===== src/rtl/mips_muldiv_unit.sv =====
// Iterative MIPS HI/LO multiply/divide unit: radix-2 shift-add multiply, restoring divide.
// Latency 33 cycles from accepted start to done; start is ignored while busy (no queuing).
module mips_muldiv_unit #(
  parameter int WIDTH = 32
) (
  input  logic             clk,
  input  logic             rst_n,
  input  logic             start,
  input  logic [1:0]       op,
  input  logic [WIDTH-1:0] operand_a,
  input  logic [WIDTH-1:0] operand_b,
  input  logic             write_hi,
  input  logic             write_lo,
  input  logic [WIDTH-1:0] write_data,
  output logic             busy,
  output logic             done,
  output logic             div_by_zero,
  output logic [WIDTH-1:0] hi,
  output logic [WIDTH-1:0] lo
);

  localparam int CW = $clog2(WIDTH + 1);

  typedef enum logic [1:0] {
    ST_IDLE = 2'd0,
    ST_CALC = 2'd1,
    ST_SIGN = 2'd2
  } state_t;

  state_t               r_state;
  logic [1:0]           r_op;
  logic [WIDTH-1:0]     r_a_mag;
  logic [WIDTH-1:0]     r_b_mag;
  logic [WIDTH-1:0]     r_a_orig;
  logic                 r_sign_a;
  logic                 r_sign_b;
  logic                 r_b_zero;
  logic [CW-1:0]        r_count;
  logic [2*WIDTH-1:0]   r_acc;
  logic [WIDTH-1:0]     r_hi;
  logic [WIDTH-1:0]     r_lo;
  logic                 r_done;
  logic                 r_dbz;

  // Operand conditioning: op[0]=0 selects the signed variants.
  logic             w_signed_op;
  logic             w_sign_a;
  logic             w_sign_b;
  logic [WIDTH-1:0] w_a_mag;
  logic [WIDTH-1:0] w_b_mag;

  assign w_signed_op = ~op[0];
  assign w_sign_a    = w_signed_op & operand_a[WIDTH-1];
  assign w_sign_b    = w_signed_op & operand_b[WIDTH-1];
  assign w_a_mag     = w_sign_a ? (~operand_a + 1'b1) : operand_a;
  assign w_b_mag     = w_sign_b ? (~operand_b + 1'b1) : operand_b;

  // Multiply step: conditionally add multiplicand to the upper half, then shift right.
  logic [WIDTH:0]     w_mul_sum;
  logic [2*WIDTH-1:0] w_mul_next;

  assign w_mul_sum  = {1'b0, r_acc[2*WIDTH-1:WIDTH]} + (r_acc[0] ? {1'b0, r_a_mag} : '0);
  assign w_mul_next = {w_mul_sum, r_acc[WIDTH-1:1]};

  // Divide step: the shifted partial remainder needs WIDTH+1 bits for the compare,
  // but a successful subtraction always leaves a result below the divisor.
  logic               w_div_ge;
  logic [WIDTH-1:0]   w_div_diff;
  logic [2*WIDTH-1:0] w_div_next;

  assign w_div_ge   = (r_acc[2*WIDTH-1:WIDTH-1] >= {1'b0, r_b_mag});
  assign w_div_diff = r_acc[2*WIDTH-2:WIDTH-1] - r_b_mag;
  assign w_div_next = w_div_ge ? {w_div_diff, r_acc[WIDTH-2:0], 1'b1}
                               : {r_acc[2*WIDTH-2:0], 1'b0};

  // Sign fix-up of the finished magnitude result.
  logic [2*WIDTH-1:0] w_prod;
  logic [WIDTH-1:0]   w_quo;
  logic [WIDTH-1:0]   w_rem;

  assign w_prod = (r_sign_a ^ r_sign_b) ? (~r_acc + 1'b1) : r_acc;
  assign w_quo  = (r_sign_a ^ r_sign_b) ? (~r_acc[WIDTH-1:0] + 1'b1) : r_acc[WIDTH-1:0];
  assign w_rem  = r_sign_a ? (~r_acc[2*WIDTH-1:WIDTH] + 1'b1) : r_acc[2*WIDTH-1:WIDTH];

  always_ff @(posedge clk or negedge rst_n) begin
    if (!rst_n) begin
      r_state  <= ST_IDLE;
      r_op     <= 2'b00;
      r_a_mag  <= '0;
      r_b_mag  <= '0;
      r_a_orig <= '0;
      r_sign_a <= 1'b0;
      r_sign_b <= 1'b0;
      r_b_zero <= 1'b0;
      r_count  <= '0;
      r_acc    <= '0;
      r_hi     <= '0;
      r_lo     <= '0;
      r_done   <= 1'b0;
      r_dbz    <= 1'b0;
    end else begin
      r_done <= 1'b0;
      r_dbz  <= 1'b0;
      case (r_state)
        ST_IDLE: begin
          if (start) begin
            r_op     <= op;
            r_a_mag  <= w_a_mag;
            r_b_mag  <= w_b_mag;
            r_a_orig <= operand_a;
            r_sign_a <= w_sign_a;
            r_sign_b <= w_sign_b;
            r_b_zero <= (operand_b == '0);
            r_count  <= CW'(WIDTH);
            r_acc    <= (op[1] ? {{WIDTH{1'b0}}, w_a_mag} : {{WIDTH{1'b0}}, w_b_mag});
            r_state  <= ST_CALC;
          end else begin
            if (write_hi) r_hi <= write_data;
            if (write_lo) r_lo <= write_data;
          end
        end
        ST_CALC: begin
          r_acc   <= r_op[1] ? w_div_next : w_mul_next;
          r_count <= r_count - 1'b1;
          if (r_count == CW'(1)) r_state <= ST_SIGN;
        end
        ST_SIGN: begin
          if (!r_op[1]) begin
            r_hi <= w_prod[2*WIDTH-1:WIDTH];
            r_lo <= w_prod[WIDTH-1:0];
          end else if (r_b_zero) begin
            r_hi  <= r_a_orig;
            r_lo  <= '1;
            r_dbz <= 1'b1;
          end else begin
            r_hi <= w_rem;
            r_lo <= w_quo;
          end
          r_done  <= 1'b1;
          r_state <= ST_IDLE;
        end
        default: r_state <= ST_IDLE;
      endcase
    end
  end

  assign busy        = (r_state != ST_IDLE);
  assign done        = r_done;
  assign div_by_zero = r_dbz;
  assign hi          = r_hi;
  assign lo          = r_lo;

endmodule


===== config.mk =====
export PLATFORM = sky130hd
export DESIGN_NAME = mips_muldiv_unit
export DESIGN_NICKNAME = d
export VERILOG_FILES = /design/src/rtl/mips_muldiv_unit.sv
export SDC_FILE = /design/constraint.sdc
export NUM_CORES = 1
export LEC_CHECK = 0
export CORE_ASPECT_RATIO = 1.2
export CORE_MARGIN = 10
export CORE_UTILIZATION = 55
export DETAILED_ROUTE_END_ITERATION = 8
export GPL_TIMING_DRIVEN = 0
export PLACE_DENSITY = 0.77
export SLEW_MARGIN = 20
export SYNTH_ARGS = -nofsm -noshare
export SYNTH_HDL_FRONTEND = slang
export SYNTH_SLANG_ARGS = --single-unit

===== constraint.sdc =====
create_clock -name clk -period 4.3 [get_ports clk]
set_input_delay 1.29 -clock clk [delete_from_list [all_inputs] [get_ports clk]]
set_output_delay 1.29 -clock clk [all_outputs]
set_load 0.05 [all_outputs]

Fig. 1: I/O nets highlighted
(1 px per um)
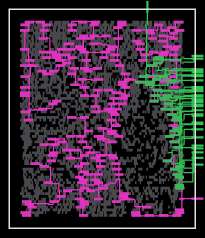
rst_n -> magenta  # bits 1, direction input, edge right, end cells 237, buffers 3, wire 1,850 um
hi -> green  # bits 32, direction output, edge 31 right, 1 top, end cells 32, buffers 32, wire 1,390 um
Port Buffer Count: 169
# IOs: 170

Fig. 2: placement view
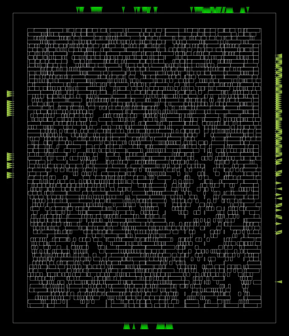
Floorplan Core Area: 32,200 um^2
fin util: 0.659
flip-flop and latch share of the layout cell area: 0.280

==> results_tabular.tex <==
% Synthesis and place-and-route results
\begin{tabular}{lr}
\hline
Metric & Value \\
\hline
\multicolumn{2}{l}{\textbf{Run status}} \\
\quad Status & complete, but fails checks \\
\quad Violations in the final reports & negative setup slack \\
\multicolumn{2}{l}{\textbf{Final layout}} \\
\quad Clkbuf count & 33 \\
\quad Multi-input gate share of total cell area & 0.528 \\
\quad Top logic cell by instance count in the layout & nand2\_1 \\
\quad Final-layout non-clock buffer area share & 0.111 \\
\quad Flip-flop count of the largest register after layout & 64 \\
\quad Number of multi-input logic gates & 1,788 \\
\quad Layout overhead on the synthesized area & 18.5\% \\
\quad Register containing the most flip-flops in the final layout & r\_acc \\
\quad Non-filler cells, final & 2,874 \\
\quad Antenna Diode Count & 0 \\
\multicolumn{2}{l}{\textbf{Setup path}} \\
\quad Number of gates on the worst path with buffers counted & 10 \\
\quad Required time reported for the critical path endpoint & 4.78 ns \\
\quad Sum of buffers and inverters on the critical path & 1 \\
\quad Setup crit end kind & flip-flop \\
\quad Logic depth of the worst register-to-register path & 11 \\
\quad CP Class & input port to flip-flop \\
\quad Worst reg2reg startpoint & r\_acc[41] \\
\quad Capture instance of the worst register-to-register path & r\_acc[36] \\
\quad Setup slack, reg-to-reg & 0.16 ns \\
\quad Critical Path Source Type & input port \\
\multicolumn{2}{l}{\textbf{Synthesis}} \\
\quad Yosys Warn Count & 0 \\
\quad Number of cells in Yosys stat & 2,246 \\
\quad Netlist Area Pre-Place & 17,900 um\^{}2 \\
\quad Number of synthesized flops with an enable pin & 0 \\
\quad Synth Register Bits & 237 \\
\quad Synthesized area per cell & 7.96 um\^{}2 \\
\quad Proportion of synthesized chip area in sequential cells & 0.332 \\
\quad Top cells by area, synth & dfrtp\_1, o21ai\_0, nand2\_1 \\
\quad Post-synth mux share & 0.0462 \\
\quad Cell type with the largest total area & dfrtp\_1 \\
\quad Share of Yosys cell area claimed by the top area cell type & 0.332 \\
\quad Dominant register cell in the synthesized netlist & dfrtp\_1 \\
\quad Top cells by count, synth & nand2\_1, o21ai\_0, dfrtp\_1 \\
\multicolumn{2}{l}{\textbf{Final timing}} \\
\quad Worst slew margin & 0.224 \\
\quad RSZ-0062 raised after global routing & true \\
\quad Final Skew & 0.0129 ns \\
\quad Number of setup violations in the final report & 1 \\
\quad Final critical-path setup slack & -0.0390 ns \\
\quad Final critical-path required period & 4.34 ns \\
\quad Period Utilization, post-route & 1.01 \\
\quad Worst hold slack & 0.474 ns \\
\multicolumn{2}{l}{\textbf{Die}} \\
\quad Site Rows & 72 \\
\quad Y dimension of the die & 218 um \\
\quad \# Taps & 407 \\
\multicolumn{2}{l}{\textbf{Global route}} \\
\quad Met1 Resource Use GR & 0.446 \\
\quad Number of antenna violations at the first check in global routing & 2 \\
\quad Fraction of met2 tracks used by global routing & 0.609 \\
\multicolumn{2}{l}{\textbf{Routing}} \\
\quad Total routed wirelength & 80,700 um \\
\quad Number of vias after detailed routing & 19,300 \\
\quad Average routed wire per standard cell & 28.1 um \\
\quad Met3 WL post-DR & 8610 um \\
\quad Drt drc & 0 \\
\multicolumn{2}{l}{\textbf{Power}} \\
\quad Flip-flop and latch power & 4.51 mW \\
\quad Internal power component & 9.29 mW \\
\quad Relative contribution of the clock network to total power & 0.123 \\
\quad Peak VDD IR & 558 uV \\
\quad NetSw & 10.8 mW \\
\quad Final Power & 20.1 mW \\
\quad Leakage power summed over all cells & 9.08 nW \\
\quad Power in combinational cells & 13.1 mW \\
\multicolumn{2}{l}{\textbf{Clock network}} \\
\quad Post-CTS Setup Bufs & 3 \\
\quad Master cell of the clock root buffer & clkbuf\_16 \\
\quad TritonCTS clock tree & built \\
\multicolumn{2}{l}{\textbf{Hold path}} \\
\quad Cell depth of the worst hold path & 2 \\
\quad Source of the worst hold timing path & r\_a\_mag[18] \\
\quad Hold worst-path end & r\_a\_mag[18] \\
\multicolumn{2}{l}{\textbf{Job}} \\
\quad Reported max-cap violation count & 0 \\
\hline
\end{tabular}
Power figures rest on the tool's default switching activity, not on a simulated workload.
